<file path="src/rtl/dec_scan_if.sv">
// rtl/dec_scan_if.sv - select/output bundle for dec_scan.
// Carries the skip mask only when DEC_SCAN_SKIP_EN is defined.
interface dec_scan_if #(
  parameter int SEL_W = 3
);
  localparam int OUT_W = 2 ** SEL_W;

  logic             enb_;
  logic             mode;
  logic [SEL_W-1:0] sel;
  logic [OUT_W-1:0] o;
  logic [SEL_W-1:0] cur_sel;
  logic             wrap;
`ifdef DEC_SCAN_SKIP_EN
  logic [OUT_W-1:0] skip;

  modport master (output enb_, mode, sel, skip, input o, cur_sel, wrap);
  modport slave  (input enb_, mode, sel, skip, output o, cur_sel, wrap);
`else
  modport master (output enb_, mode, sel, input o, cur_sel, wrap);
  modport slave  (input enb_, mode, sel, output o, cur_sel, wrap);
`endif
endinterface

</file>
<file path="src/rtl/dec_scan.sv">
// rtl/dec_scan.sv - registered one-hot decoder with auto-scan and per-channel dwell.
// Define DEC_SCAN_SKIP_EN to add a skip mask that excludes channels from the scan.
module dec_scan #(
  parameter int SEL_W = 3,
  parameter int DWELL = 4,
  parameter int CNT_W = 16
) (
  input  logic       clk,
  input  logic       rst,
  dec_scan_if.slave  bus
);
  localparam int OUT_W = 2 ** SEL_W;
  localparam logic [CNT_W-1:0] DWELL_M1 = CNT_W'(DWELL - 1);

  typedef enum logic [1:0] {
    IDLE   = 2'd0,
    DIRECT = 2'd1,
    SCAN   = 2'd2
  } state_t;

  state_t           state_q, state_d;
  logic [SEL_W-1:0] cur_q, cur_d;
  logic [OUT_W-1:0] o_q, o_d;
  logic             wrap_q, wrap_d;
  logic [CNT_W-1:0] cnt_q, cnt_d;

  function automatic logic [OUT_W-1:0] onehot(input logic [SEL_W-1:0] idx);
    onehot = OUT_W'(1) << idx;
  endfunction

`ifdef DEC_SCAN_SKIP_EN
  logic [SEL_W-1:0] entry_idx, adv_idx, e_idx, a_idx;
  logic             adv_pass, any_open;

  // Loops run from farthest to nearest so the last hit is the nearest open channel.
  always_comb begin
    any_open  = ~&bus.skip;
    entry_idx = bus.sel;
    adv_idx   = cur_q;
    adv_pass  = 1'b0;
    e_idx     = bus.sel;
    a_idx     = cur_q;
    for (int i = OUT_W - 1; i >= 0; i--) begin
      e_idx = bus.sel + SEL_W'(i);
      if (!bus.skip[e_idx]) entry_idx = e_idx;
    end
    for (int i = OUT_W; i >= 1; i--) begin
      a_idx = cur_q + SEL_W'(i);
      if (!bus.skip[a_idx]) begin
        adv_idx  = a_idx;
        adv_pass = (32'(cur_q) + 32'(i)) >= 32'(OUT_W);
      end
    end
  end
`endif

  always_ff @(posedge clk) begin
    if (rst) begin
      state_q <= IDLE;
      cur_q   <= '0;
      o_q     <= '0;
      wrap_q  <= 1'b0;
      cnt_q   <= '0;
    end else begin
      state_q <= state_d;
      cur_q   <= cur_d;
      o_q     <= o_d;
      wrap_q  <= wrap_d;
      cnt_q   <= cnt_d;
    end
  end

  always_comb begin
    state_d = state_q;
    cur_d   = cur_q;
    o_d     = '0;
    wrap_d  = 1'b0;
    cnt_d   = '0;

    if (bus.enb_)      state_d = IDLE;
    else if (!bus.mode) state_d = DIRECT;
    else               state_d = SCAN;

    case (state_d)
      DIRECT: begin
        cur_d = bus.sel;
        o_d   = onehot(bus.sel);
      end
      SCAN: begin
        if (state_q != SCAN) begin
          // Start channel is captured here once; sel is ignored until the next entry.
`ifdef DEC_SCAN_SKIP_EN
          if (any_open) begin
            cur_d = entry_idx;
            o_d   = onehot(entry_idx);
          end
`else
          cur_d = bus.sel;
          o_d   = onehot(bus.sel);
`endif
        end else begin
`ifdef DEC_SCAN_SKIP_EN
          if (any_open) begin
            if (cnt_q == DWELL_M1) begin
              cur_d  = adv_idx;
              wrap_d = adv_pass;
            end else begin
              cnt_d = cnt_q + 1'b1;
            end
            o_d = onehot(cur_d);
          end
`else
          if (cnt_q == DWELL_M1) begin
            cur_d  = cur_q + 1'b1;
            wrap_d = &cur_q;
          end else begin
            cnt_d = cnt_q + 1'b1;
          end
          o_d = onehot(cur_d);
`endif
        end
      end
      default: ;
    endcase
  end

  assign bus.o       = o_q;
  assign bus.cur_sel = cur_q;
  assign bus.wrap    = wrap_q;
endmodule

</file>
<file path="src/flat_wrapper.sv">
// flat-port wrapper written by rule: the top's interface ports become plain ports
module dec_scan_flat 
#(
  parameter int SEL_W = 3,
  parameter int DWELL = 4,
  parameter int CNT_W = 16
)
  (clk, rst, bus_enb_, bus_mode, bus_sel, bus_o, bus_cur_sel, bus_wrap);
  dec_scan_if #(.SEL_W(SEL_W)) bus_i ();
  input  logic clk;
  input  logic rst;
  input wire logic [$bits(bus_i.enb_)-1:0] bus_enb_;
  input wire logic [$bits(bus_i.mode)-1:0] bus_mode;
  input wire logic [$bits(bus_i.sel)-1:0] bus_sel;
  output wire logic [$bits(bus_i.o)-1:0] bus_o;
  output wire logic [$bits(bus_i.cur_sel)-1:0] bus_cur_sel;
  output wire logic [$bits(bus_i.wrap)-1:0] bus_wrap;
  assign bus_i.enb_ = bus_enb_;
  assign bus_i.mode = bus_mode;
  assign bus_i.sel = bus_sel;
  assign bus_o = bus_i.o;
  assign bus_cur_sel = bus_i.cur_sel;
  assign bus_wrap = bus_i.wrap;
  dec_scan #(.SEL_W(SEL_W), .DWELL(DWELL), .CNT_W(CNT_W)) u_core (.clk(clk), .rst(rst), .bus(bus_i));
endmodule
</file>
<file path="config.mk">
export PLATFORM = sky130hd
export DESIGN_NAME = dec_scan_flat
export DESIGN_NICKNAME = d
export VERILOG_FILES = /design/src/rtl/dec_scan_if.sv /design/src/rtl/dec_scan.sv /design/src/flat_wrapper.sv
export SDC_FILE = /design/constraint.sdc
export NUM_CORES = 1
export LEC_CHECK = 0
export CAP_MARGIN = 20
export CORE_ASPECT_RATIO = 1.2
export CORE_MARGIN = 2
export CORE_UTILIZATION = 28
export CTS_CLUSTER_SIZE = 24
export DETAILED_ROUTE_END_ITERATION = 7
export PLACE_DENSITY = 0.46
export SLEW_MARGIN = 20
export SYNTH_ARGS = -nofsm -noshare
export SYNTH_HDL_FRONTEND = slang
export SYNTH_SLANG_ARGS = --single-unit
</file>
<file path="constraint.sdc">
create_clock -name clk -period 2.52 [get_ports clk]
set_clock_uncertainty 0.05 [all_clocks]
set_input_delay 0.504 -clock clk [delete_from_list [all_inputs] [get_ports clk]]
set_output_delay 0.504 -clock clk [all_outputs]
set_load 0.05 [all_outputs]
</file>
**Run 1: register map, names as in the netlist**

Other sequential cells in the stronger grey, the rest of the logic in the fainter grey.
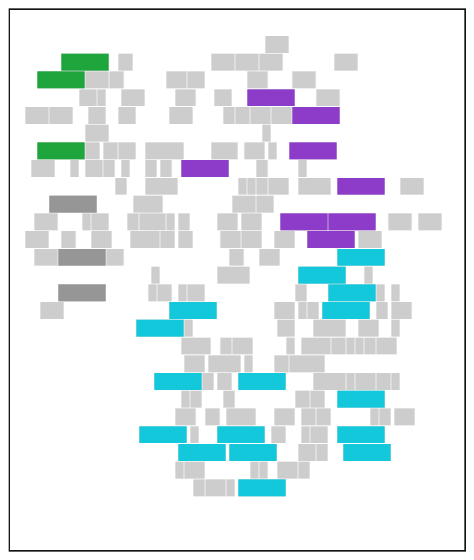
u_core.cnt_q -> cyan  # placed flops 16
u_core.bus.o -> purple  # placed flops 8
u_core.bus.cur_sel -> green  # placed flops 3
not coloured = 3
Util after Layout: 36.2%
area occupied by registers: 601 sq um
power of the sequential group: 0.000486 W

**Run 1: metal layers overlaid**

Only two layers are drawn.
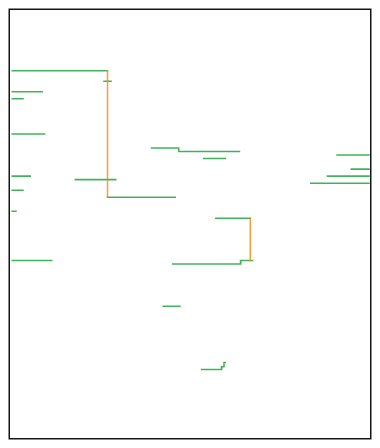
met3 -> green  # wire length 151 microns
met4 -> orange  # wire length 32.6 microns
routed wire length per instance: 13.6 microns
vias post-DR: 1270

**Run 1: met2 routing**

The bar under the picture is 20 microns long.
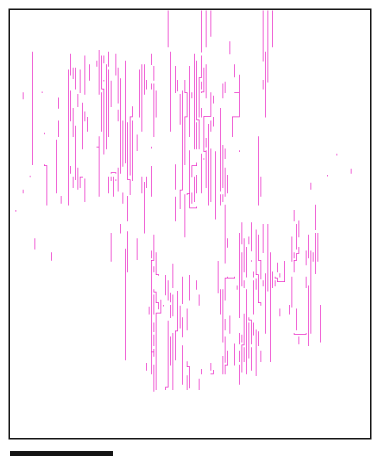
nets with wire on the layer = 150
share of all routed wire = 44%
wire length on this layer = 1470 microns
main direction = vertical
Global Route met2 Usage: 19.0%
total wire length: 3.31 mm

==> results.txt, run 1 <==
Update from the flow run.

The flow ran to the end, and the final reports show no timing, DRC or antenna violations. The chip area line of the yosys report is 1450 sq um. The type of the worst min-delay path is reg -> reg. The insertion delay of the later-clocked pin in the worst-skew pair is between 0.2 and 0.3 ns. After synthesis, the cell types taking the most area are dfxtp_1 (41%), xnor2_1 (6.0%), nor2_1 (5.4%). The post-synthesis register bit count is 30. The largest family of logic cells by area is simple AND/OR/NAND/NOR gates. TritonCTS built the clock tree. The largest net degree at the start of global routing is 25. Of the post-synthesis cell area, the part taken by muxes is 0.691%. The area inside the core boundary is a little under 5000 sq um. Per the synthesis report, the AND-OR/OR-AND share of the synthesized area is just over 8%. The mean area per synthesized cell is about 9.2 sq um. Summing over the stages, the warning tally comes to 26. Clock-pin slew was measured on the worst setup and hold paths at about 0.06 ns. The data required time of the critical path is between 1.5 and 2 ns.

Counting along the longest clock path gives a buffer depth of 2. Summing every instance area after synthesis gives between 1000 and 1500 sq um. In this run, distinct cell masters in the synthesized netlist total ~41. Per the final report, max-transition violations number 0. The placement summary gives the final routability congestion estimate as 0.901.

In this run the VDD rail shows a maximum IR drop of between 0.2 and 0.25 mV. The total leakage power is ~0.57 nW. The register share after synthesis is just over 40%. The initial antenna violation count is 0.

The share of the clock period used by the worst path after layout is 83.5%. The post-synthesis cell type with the largest combined area is dfxtp_1. The total clock buffers created by CTS is 5. In this run, synthesis inferred 0 flip-flops with an integrated enable. In this run, the synthesized area fraction spent on and/or/nand/nor cells is recorded as 36.3%.

The antenna diode count is 0. The timing report notes that buffer and inverter cells on the critical path total 1. The total power divided by cell area is between 500 and 600 nW/um^2. The number of standard-cell rows in the floorplan is 28.

Of the cells placed in the final design, the portion with a size suffix greater than 1 is between 10% and 20%. For this run, the detailed router reports a per-instance via density of 5.23. The global route stage reports its total congestion overflow as 0. The number of nets with antenna violations after detailed routing is 0. The adder and majority gate portion of the synthesized area is roughly 2.6%. Before placement the cells fill just under 30% of the core. The HPWL after detailed placement is 2.33 mm.
[run 1: logic make-up after synthesis]
logic type / after synthesis
buf+inv: 9
flops: 30
fa+ha+maj: 3
mux: 1
simple gates: 87
compound gates: 15
xor+xnor: 13
[run 1: final timing paths]
check	from	endpoint	cells after the start
min	u_core.cnt_q[0]	u_core.cnt_q[0]	1
min reg2reg	u_core.cnt_q[0]	u_core.cnt_q[0]	1
max	u_core.bus.cur_sel[0]	bus_cur_sel[0]	1
max reg2reg	u_core.cnt_q[0]	u_core.bus.cur_sel[2]	6
[run 1: stage by stage]
step                utilization [%]  hold WS [ns]  area [sq um]  setup WS [ns]  power (W)
global placement               34.4         0.415          1710          0.242   0.000581
global route                   36.2         0.475          1800          0.285    0.00101
finish                         36.2         0.436          1800          0.416   0.000961
floorplan                         -         0.392          1450          0.518   0.000547
CTS                            36.2         0.437          1800          0.397   0.000974
detailed placement             34.4         0.420          1710          0.175   0.000582
[run 1: per-layer routing]
layer | vias up | share of wire [%] | GRT usage [%]
met3 | 4 | 4.6 | 4.13
met5 | - | 0 | 0
met2 | 28 | 44 | 19.0
li1 | 642 | - | -
met1 | 596 | 50 | 16.3
met4 | 0 | 0.97 | 4.37
[run 1: report_power, final]
part | internal (W) | leakage, nW | switching (W)
combinational | 0.0000333 | 0.281 | 0.0000523
sequential | 0.000481 | 0.243 | 0.00000518
clock | 0.000220 | 0.0482 | 0.000170
total | 0.000734 | 0.572 | 0.000227
[run 1: worst reg2reg max path, stage by stage (launching register included)]
cell and delay, ns:
dfxtp_1 0.40, ha_1 0.29, nor4b_2 0.22, nand4_1 0.12, buf_4 0.23, or4b_1 0.52
a31oi_1 0.19
[run 1: layout by cell type (no fill, tap or decap), drive strengths merged]
| cell type | instances |
|---|---|
| dfxtp | 30 |
| nor2 | 21 |
| clkdlybuf4s50 | 18 |
| nand3 | 13 |
| xnor2 | 10 |
| nand2 | 8 |
| nor3 | 7 |
| nand4 | 7 |
| clkbuf | 7 |
| nor4 | 6 |
| buf | 5 |
| and3 | 4 |
| or4b | 4 |
| o221ai | 4 |
| nand4b | 4 |
| o311ai | 4 |
| xor2 | 3 |
| inv | 3 |
| ha | 3 |
| nand3b | 2 |
| a22oi | 2 |
| a31oi | 2 |
| or4 | 2 |
| or2 | 2 |
| nor4b | 1 |
| and2 | 1 |
| and3b | 1 |
| or3b | 1 |
| nor3b | 1 |
| mux2i | 1 |
| o211ai | 1 |
| o31ai | 1 |
| a21oi | 1 |
| or3 | 1 |
| nand4bb | 1 |
| clkinv | 1 |
[run 1: registers in the layout, summed over array words and instances, names as in the netlist]
name                count
u_core.bus.wrap         1
u_core.cnt_q           16
u_core.bus.o            8
u_core.state_q          2
u_core.bus.cur_sel      3
[run 1: layout make-up]
cell class / count / area (sq um) / share of cell area [%]
Clock buffer: 7 / 86.3 / 4.79
Clock inverter: 1 / 5.00 / 0.278
Inverter: 3 / 11.3 / 0.625
Multi-Input combinational cell: 119 / 805 / 44.7
Sequential cell: 30 / 601 / 33.4
Tap cell: 60 / 75.1 / 4.17
Timing Repair Buffer: 23 / 218 / 12.1
**Run 1: cell outlines without signal wires**

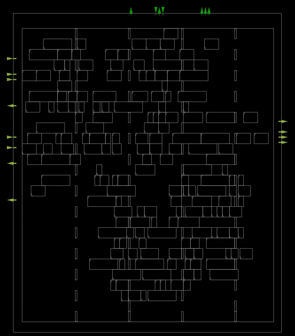

==> run 2, diff against run 1 <==
Clock period 2.52 ns to 2.05 ns, I/O delays scaled along.
**Run 2: cell outlines without signal wires**

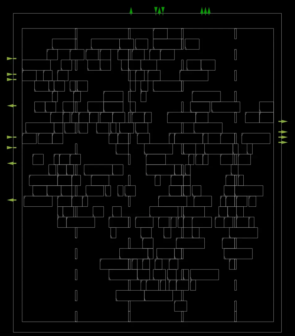
core region area: 4970 sq um
Flops: 30
number of standard cells in the final layout excluding fillers: 257

**Run 2: met2 routing**

The bar under the picture is 20 microns long.
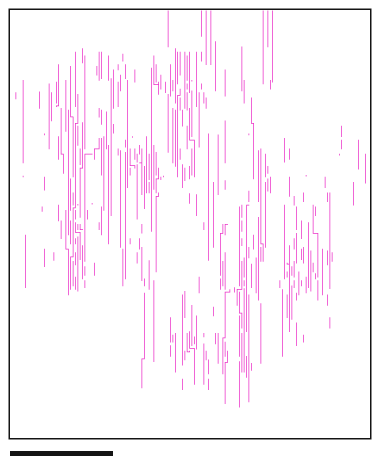
nets with wire on the layer = 177
longest straight run = 31.6 microns
wire length on this layer = 1720 microns
main direction = vertical
share of all routed wire = 48%
total wire length: 3.59 mm
Global Route met2 Usage: 20.5%

==> results.txt, run 2 <==
Update from the flow run.

The flow ran to the end, and the final reports show no timing, DRC or antenna violations. The total overflow left after global routing is 0. The routed via count divided by cell count is 5.20. For reference, the placement row count at floorplan is 28.

The global-route wire length before repair is roughly 6 mm. The net switching power of the design is ~0.00030 W. The chip area line of the yosys report is roughly 1400 sq um. The register with the most flip-flops in the layout has 16 of them. Per report_power, the clock group accounts for ~41% of the total. The mean area per synthesized cell is roughly 9 sq um. Ranked by total cell area, the synthesized netlist is headed by dfxtp_1 (41%), xnor2_1 (6.0%), nor2_1 (5.4%). The internal power contribution is 0.000909 W. The number of pins exceeding their max-slew limit in the final report is 0. In the layout the commonest cells are dfxtp_1 (30), nor2_1 (21), buf_4 (21), clkdlybuf4s50_1 (15), nand3_1 (13).

The pre-placement core utilization is between 20 and 30%. The final worst hold slack is roughly 0.48 ns. The worst slack after detailed placement is -0.0145 ns. The number of warnings reported in the stage logs is 26. The area added between synthesis and finish is 31.9%. The type recorded for the worst min-delay path is reg -> reg. TritonCTS built the clock tree.

The post-synthesis cell type with the largest combined area is dfxtp_1. The total power divided by cell area is 630 nW/um^2. The share of the clock period used by the worst path after layout is roughly nine tenths. The script extracted a total leakage power of approximately 0.65 nW.

The clock passes through at most 2 buffers. The largest net degree at the start of global routing is 25. Sequential cells were found to cover approximately 41% of the synthesized design area.

The maximum VDD drop is about 0.28 mV. According to the finish report, the design has a final net count of around 210. The fraction of power spent switching nets is roughly 25%.

The insertion delay of the later-clocked pin in the worst-skew pair is ~0.28 ns. The post-DP HPWL is approximately 2.6 mm. The most flop-heavy register is u_core.cnt_q. The final weighted congestion in routability-driven placement is about 0.84. By instance count after routing, the leading logic cell type is dfxtp_1. Per the final layout report, the fraction of cells sized above drive strength 1 comes to ~18%.

The antenna diode count is 0. The post-synthesis register bit count is 30. In this run, post-CTS repair resized a total of 0 instances. Of the total power, registers draw about half.

The number of nets with antenna violations after detailed routing is 0. The final timing report gives a worst setup slack of 0.164 ns. The initial antenna violation count was 0. For reference, the clock transition at the flip-flops on the worst setup and hold paths is ~0.060 ns. The post-synth count of flops with an enable pin is 0. In this run the cell area of the synthesized design comes to approximately 1400 sq um.
**Run 2: metal layers overlaid**

Only two layers are drawn.
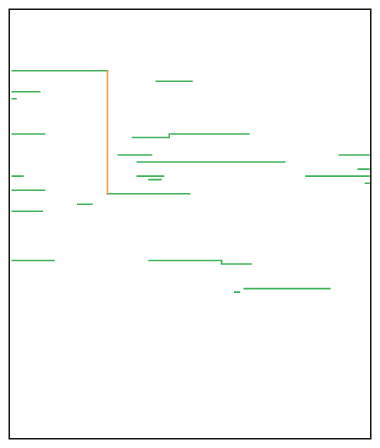
met3 -> green  # wire length 202 microns
met4 -> orange  # wire length 23.8 microns
global-route total usage across every layer: 13.2%
routed wire length per instance: 14.0 microns
vias post-DR: 1336

## run 2: cell counts after synthesis
Identical to the previous run, type by type.
## run 2: path summary, 6_finish.rpt
check | start | to | slack, ns | depth (start not counted)
worst max-delay path | u_core.cnt_q[0] | u_core.bus.cur_sel[1] | 0.16 | 6
worst min-delay path | u_core.cnt_q[14] | u_core.cnt_q[14] | 0.48 | 2
worst max register to register | u_core.cnt_q[0] | u_core.bus.cur_sel[1] | 0.16 | 6
worst min register to register | u_core.cnt_q[14] | u_core.cnt_q[14] | 0.48 | 2
## run 2: per-layer routing
| layer | track usage (%) | part of all wire (%) | vias to the layer above |
|---|---|---|---|
| li1 | - | - | 665 |
| met1 | 17.1 | 46 | 635 |
| met2 | 20.5 | 48 | 34 |
| met3 | 4.61 | 5.6 | 2 |
| met4 | 4.72 | 0.64 | 0 |
| met5 | 0 | 0 | - |
## run 2: metrics by stage
stage	total power [W]	area (sq um)	util, %
after floorplan	0.000672	1450	-
final	0.00120	1910	38.4
after global routing	0.00126	1910	38.4
after CTS	0.00123	1910	38.4
after global placement	0.000725	1820	36.6
after detailed placement	0.000726	1820	36.6
## run 2: cells by family (layout without fill, tap and decap cells)
family	count (synthesis)	in the layout	synth area share [%]
flops	30	30	41.5
mux	1	1	0.691
fa+ha+maj	3	3	2.59
compound gates	15	15	8.12
buf+inv	9	48	3.02
xor+xnor	13	13	7.86
simple gates	87	87	36.3
## run 2: layout make-up
| type | count | area [sq um] | share of cell area (%) |
|---|---|---|---|
| multi-input cells | 119 | 805 | 42.1 |
| flip-flops and latches | 30 | 601 | 31.4 |
| repair buffers | 37 | 328 | 17.2 |
| clock buffers | 7 | 86.3 | 4.52 |
| well taps | 60 | 75.1 | 3.93 |
| inverters | 3 | 11.3 | 0.589 |
| clock inverters | 1 | 5.00 | 0.262 |
## run 2: power by group through the flow
stage,clock network [W],logic (W),registers [W]
2_1_floorplan,0,0.0000396,0.000632
3_3_place_gp,0,0.000116,0.000609
3_5_place_dp,0,0.000117,0.000609
4_1_cts,0.000513,0.000117,0.000596
5_1_grt,0.000540,0.000125,0.000596
6_report,0.000492,0.000117,0.000596
## run 2: critical path, cell delays in order, from the launching register on
cell,delay (ns)
dfxtp_1,0.34
ha_1,0.17
nor4b_2,0.18
nand4_1,0.18
buf_12,0.20
or4b_1,0.50
a31oi_1,0.18
Power is estimated from default activity; no workload was simulated.
